## src/rtl/jk_latch_driver.sv

```systemverilog
// Write-side controller for a bank of unclocked NAND JK latches: pulses J/K toward a target word,
// releases to hold, lets the bank settle, then reads it back through a synchroniser and retries on mismatch.
module jk_latch_driver #(
  parameter int WIDTH      = 4,
  parameter int PULSE_CYC  = 2,
  parameter int SETTLE_CYC = 4,
  parameter int MAX_RETRY  = 2
) (
  input  logic             clk,
  input  logic             rst,
  input  logic             in_valid,
  output logic             in_ready,
  input  logic [WIDTH-1:0] in_target,
  output logic [WIDTH-1:0] j,
  output logic [WIDTH-1:0] k,
  input  logic [WIDTH-1:0] q_fb,
  output logic             done,
  output logic             err
);

  localparam int CNT_MAX = (PULSE_CYC > SETTLE_CYC) ? PULSE_CYC : SETTLE_CYC;
  localparam int CW      = $clog2(CNT_MAX + 1);
  localparam int RW      = (MAX_RETRY > 0) ? $clog2(MAX_RETRY + 1) : 1;

  localparam logic [CW-1:0] PULSE_LAST  = CW'(PULSE_CYC - 1);
  localparam logic [CW-1:0] SETTLE_LAST = CW'(SETTLE_CYC - 1);
  localparam logic [RW-1:0] RETRY_LIMIT = RW'(MAX_RETRY);

  localparam logic [1:0] IDLE    = 2'd0;
  localparam logic [1:0] DRIVE   = 2'd1;
  localparam logic [1:0] RELEASE = 2'd2;
  localparam logic [1:0] CHECK   = 2'd3;

  logic [1:0]       state;
  logic [CW-1:0]    cnt;
  logic [RW-1:0]    retry_cnt;
  logic             retry_pend;
  logic [WIDTH-1:0] target;
  logic [WIDTH-1:0] q_meta;
  logic [WIDTH-1:0] q_s;

  // J only where a 0 must become 1, K only where a 1 must become 0, so J&K is never 1 on a bit.
  function automatic logic [WIDTH-1:0] excite_j(input logic [WIDTH-1:0] tgt,
                                                input logic [WIDTH-1:0] cur);
    return tgt & ~cur;
  endfunction

  function automatic logic [WIDTH-1:0] excite_k(input logic [WIDTH-1:0] tgt,
                                                input logic [WIDTH-1:0] cur);
    return ~tgt & cur;
  endfunction

  always_ff @(posedge clk or posedge rst) begin
    if (rst) begin
      q_meta <= '0;
      q_s    <= '0;
    end else begin
      q_meta <= q_fb;
      q_s    <= q_meta;
    end
  end

  assign in_ready = (state == IDLE);

  // The readback verdict is registered on the edge that leaves RELEASE, so done lines up with
  // entry to CHECK; a pending retry reloads J/K from fresh feedback on the edge that leaves CHECK.
  always_ff @(posedge clk or posedge rst) begin
    if (rst) begin
      state      <= IDLE;
      cnt        <= '0;
      retry_cnt  <= '0;
      retry_pend <= 1'b0;
      target     <= '0;
      j          <= '0;
      k          <= '0;
      done       <= 1'b0;
      err        <= 1'b0;
    end else begin
      done <= 1'b0;
      err  <= 1'b0;
      case (state)
        IDLE: begin
          if (in_valid) begin
            target     <= in_target;
            j          <= excite_j(in_target, q_s);
            k          <= excite_k(in_target, q_s);
            retry_cnt  <= '0;
            retry_pend <= 1'b0;
            cnt        <= '0;
            state      <= DRIVE;
          end
        end
        DRIVE: begin
          if (cnt == PULSE_LAST) begin
            j     <= '0;
            k     <= '0;
            cnt   <= '0;
            state <= RELEASE;
          end else begin
            cnt <= cnt + CW'(1);
          end
        end
        RELEASE: begin
          if (cnt == SETTLE_LAST) begin
            cnt   <= '0;
            state <= CHECK;
            if (q_s == target) begin
              done <= 1'b1;
            end else if (retry_cnt < RETRY_LIMIT) begin
              retry_pend <= 1'b1;
            end else begin
              done <= 1'b1;
              err  <= 1'b1;
            end
          end else begin
            cnt <= cnt + CW'(1);
          end
        end
        default: begin
          cnt <= '0;
          if (retry_pend) begin
            retry_pend <= 1'b0;
            retry_cnt  <= retry_cnt + RW'(1);
            j          <= excite_j(target, q_s);
            k          <= excite_k(target, q_s);
            state      <= DRIVE;
          end else begin
            state <= IDLE;
          end
        end
      endcase
    end
  end

endmodule

```

## config.mk

```make
export PLATFORM = sky130hd
export DESIGN_NAME = jk_latch_driver
export DESIGN_NICKNAME = d
export VERILOG_FILES = /design/src/rtl/jk_latch_driver.sv
export SDC_FILE = /design/constraint.sdc
export NUM_CORES = 1
export LEC_CHECK = 0
export ABC_AREA = 1
export CAP_MARGIN = 20
export CELL_PAD_IN_SITES_DETAIL_PLACEMENT = 1
export CELL_PAD_IN_SITES_GLOBAL_PLACEMENT = 2
export CORE_ASPECT_RATIO = 2
export CORE_MARGIN = 2
export CORE_UTILIZATION = 29
export DETAILED_ROUTE_END_ITERATION = 16
export GPL_ROUTABILITY_DRIVEN = 0
export GPL_TIMING_DRIVEN = 1
export PLACE_DENSITY = 0.71
export SYNTH_ARGS = -nofsm -noshare
export SYNTH_HDL_FRONTEND = slang
export SYNTH_SLANG_ARGS = --single-unit
```

## constraint.sdc

```tcl
create_clock -name clk -period 1.5 [get_ports clk]
set_input_delay 0.15 -clock clk [delete_from_list [all_inputs] [get_ports clk]]
set_output_delay 0.15 -clock clk [all_outputs]
set_load 0.01 [all_outputs]
```

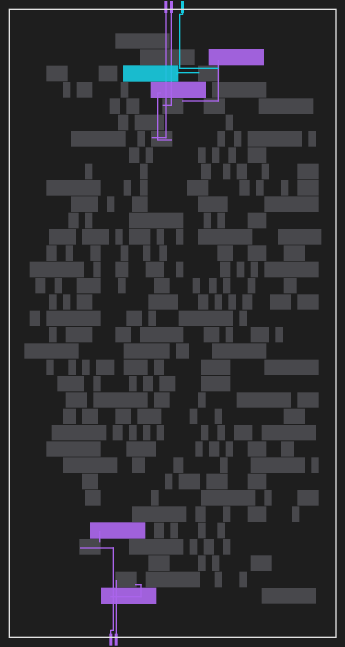
(images/io_fan.png)
Scale: 6 px per um.
| color | port | bits | direction | edge | end cells | buffers | wire |
|---|---|---|---|---|---|---|---|
| purple | q_fb | 4 | input | 2 top, 2 bottom | 4 | 4 | 103 um |
| cyan | done | 1 | output | top | 1 | 1 | 20.4 um |
tally of buffers added on design ports: 21
number of top-level pins: 22

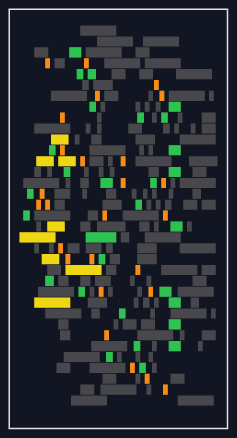
(images/logic_types.png)
Scale: 4 px per um.
| color | family | cells | most used |
|---|---|---|---|
| orange | inverters | 26 | inv_1 |
| green | inverting AOI/OAI gates | 29 | o21ai_0 |
| yellow | adder and majority cells | 8 | ha_1 |
most frequently placed logic cell in the final layout: nand2_1
multi-input gate share of the layout cell area: 0.326
Layout Cells excl Fill: 264

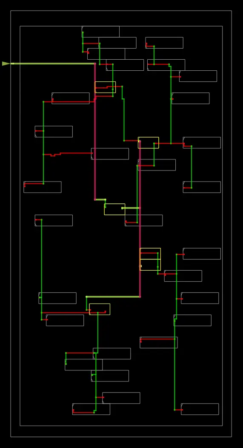
(images/clocks.png)
Layout clock buffers: 6
clock sink count: 30
registers: 30

==> impl.org <==
#+TITLE: Implementation results

** Logic synthesis
- FFs w/ async S/R, synth :: 1.00
- Yosys mapped a number of flops with a built-in enable equal to 0.
- Looking at the cell usage after synthesis, the top flip-flop cell is dfrtp_1.
- Share of the synthesized area in the top cell type :: 0.513
- Unique cell type count in the Yosys netlist :: 18
- Post-synth seq share :: 0.513
- Floorplan net count :: 185

** Setup path
- Buffer-and-inverter tally for the worst setup path :: 4
- Signal arrival time at the worst endpoint :: 1590 ps
- The largest individual stage delay along the critical path comes from the cell dfrtp_1.

** Pwr
- Switching pwr :: 1.76 mW
- Switching power share of the total :: 0.403
- Comb pwr share :: 0.586

** Global routing
- Total global-route track usage :: 0.155
- The via count of the first global-routing pass was 1343.

** Timing
- Counting endpoints that fail hold in the final report gives 0.
- Normalized max-slew margin :: 0.726
- Worst hold slack :: 249 ps

** CTS
- The clock H-tree reported by CTS has 2 levels.
- For this design, the CTS-stage hold fixing added 0 buffers.

** Finish
- Filler Cells Inserted :: 580
- Number of antenna repair diodes :: 0

** Drt
- For this block, the via count after detailed routing is 1222.

** Run status
- The flow ran to the end, and the final reports show no timing, DRC or antenna violations.

** Floorplanning
- The share of the core area taken by cells at floorplan is 0.301.
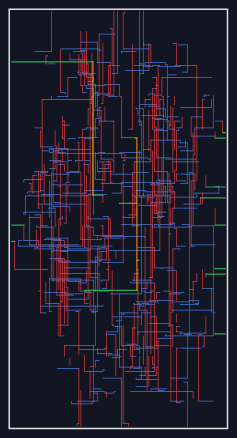
(images/wires.png)
Scale: 4 px per um.
| color | layer | wire length |
|---|---|---|
| orange | metal 4 | 71.4 um |
| green | metal 3 | 71.1 um |
| blue | metal 1 | 1290 um |
| red | metal 2 | 2280 um |

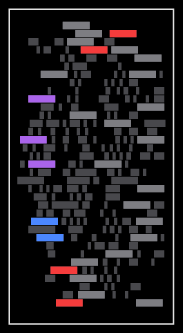
(images/flops_by_reg.png)
Scale: 3 px per um. Other sequential cells in the stronger gray, the rest of the logic in the fainter gray.
| color | name in the netlist | placed flops |
|---|---|---|
| blue | state | 2 |
| red | q_meta | 4 |
| purple | cnt | 3 |
Seq area share: 0.368
Sequential cell area: 751 um2
sequential power: 1.16 mW
utilization after layout: 0.419

[cell type report]
cell class / instances / area, um2 / area share
sequential: 30 / 751 / 0.368
inverter: 26 / 97.6 / 0.0479
tap: 57 / 71.3 / 0.0350
multi-input combinational: 108 / 664 / 0.326
clock buffer: 6 / 82.6 / 0.0405
timing repair buffer: 37 / 372 / 0.182
[power groups by stage]
stage | clock [mW] | sequential, mW | combinational (mW)
floorplan | 0 | 1.18 | 1.33
global placement | 0 | 1.15 | 1.95
detailed placement | 0 | 1.18 | 2.02
CTS | 0.668 | 1.16 | 2.29
global route | 0.719 | 1.20 | 2.85
finish | 0.642 | 1.16 | 2.56
[layout by cell type (no fill, tap or decap), types with 2 or more instances in the layout]
cell type        netlist  final
a21oi_1                7      5
buf_12                 1      2
clkdlybuf4s50_1        0     20
dfrtp_1               30     30
o21ai_2                8      8
clkbuf_8               0      6
o21ai_0               11     10
nor2_1                12     11
nand2_4                0      2
o22ai_1                2      2
inv_2                  2      5
ha_1                   8      5
nand2_2                3      4
ha_4                   0      3
a21oi_2                0      2
buf_4                  0     13
nand2_1               46     43
inv_1                 24     21
nand3_1                6      5
[routing by layer]
layer,global-route usage,routed length [um],up-vias
li1,-,-,600
met4,0.0696,71,0
met1,0.146,1290,601
met5,0,0,-
met2,0.293,2280,15
met3,0.0302,71,6
[how the worst max path moves through the flow]
stage	startpoint	to	slack, ps	cells past startpoint
3_3_place_gp	state[0]	k[3]	-70	7
5_1_grt	state[1]	k[1]	-1	8
3_5_place_dp	state[0]	j[1]	-230	7
6_report	state[1]	k[3]	90	7
4_1_cts	state[1]	k[0]	5	8
2_1_floorplan	state[0]	k[1]	50	9
[state kept, by name, indices dropped and copies added (netlist names)]
signal      cells
target          4
k               4
retry_pend      1
err             1
j               4
retry_cnt       2
q_meta          4
cnt             3
done            1
q_s             4
state           2
[logic make-up (layout without fill, tap and decap cells)]
group | after synthesis | count (layout) | synth area share
AND/OR/NAND/NOR | 71 | 71 | 0.202
flip-flops | 30 | 30 | 0.513
AND-OR/OR-AND | 29 | 29 | 0.133
buffers and inverters | 28 | 69 | 0.0838
adder cells (fa/ha/maj) | 8 | 8 | 0.0684
[worst min-delay path: cells and delay by family]
kind	cells	cell delay [ps]
buffers and inverters	3	800
[stage by stage]
stage	TNS (ps)	setup slack [ps]	std cells	total power, mW
CTS	0	5.38	263	4.12
global route	-2.44	-1.24	264	4.77
detailed placement	-1820	-227	255	3.20
floorplan	0	50.9	166	2.51
global placement	-534	-66.4	255	3.10
finish	0	85.1	264	4.37
[what timing repair did]
action                                  CTS  global route
pin swaps                                 1             5
buffers inserted                          2             0
hold endpoints to repair                  0             0
resized                                   7            14
endpoints found under the setup margin   14            14
cloned                                    0             1
Power is estimated from default activity; no workload was simulated.
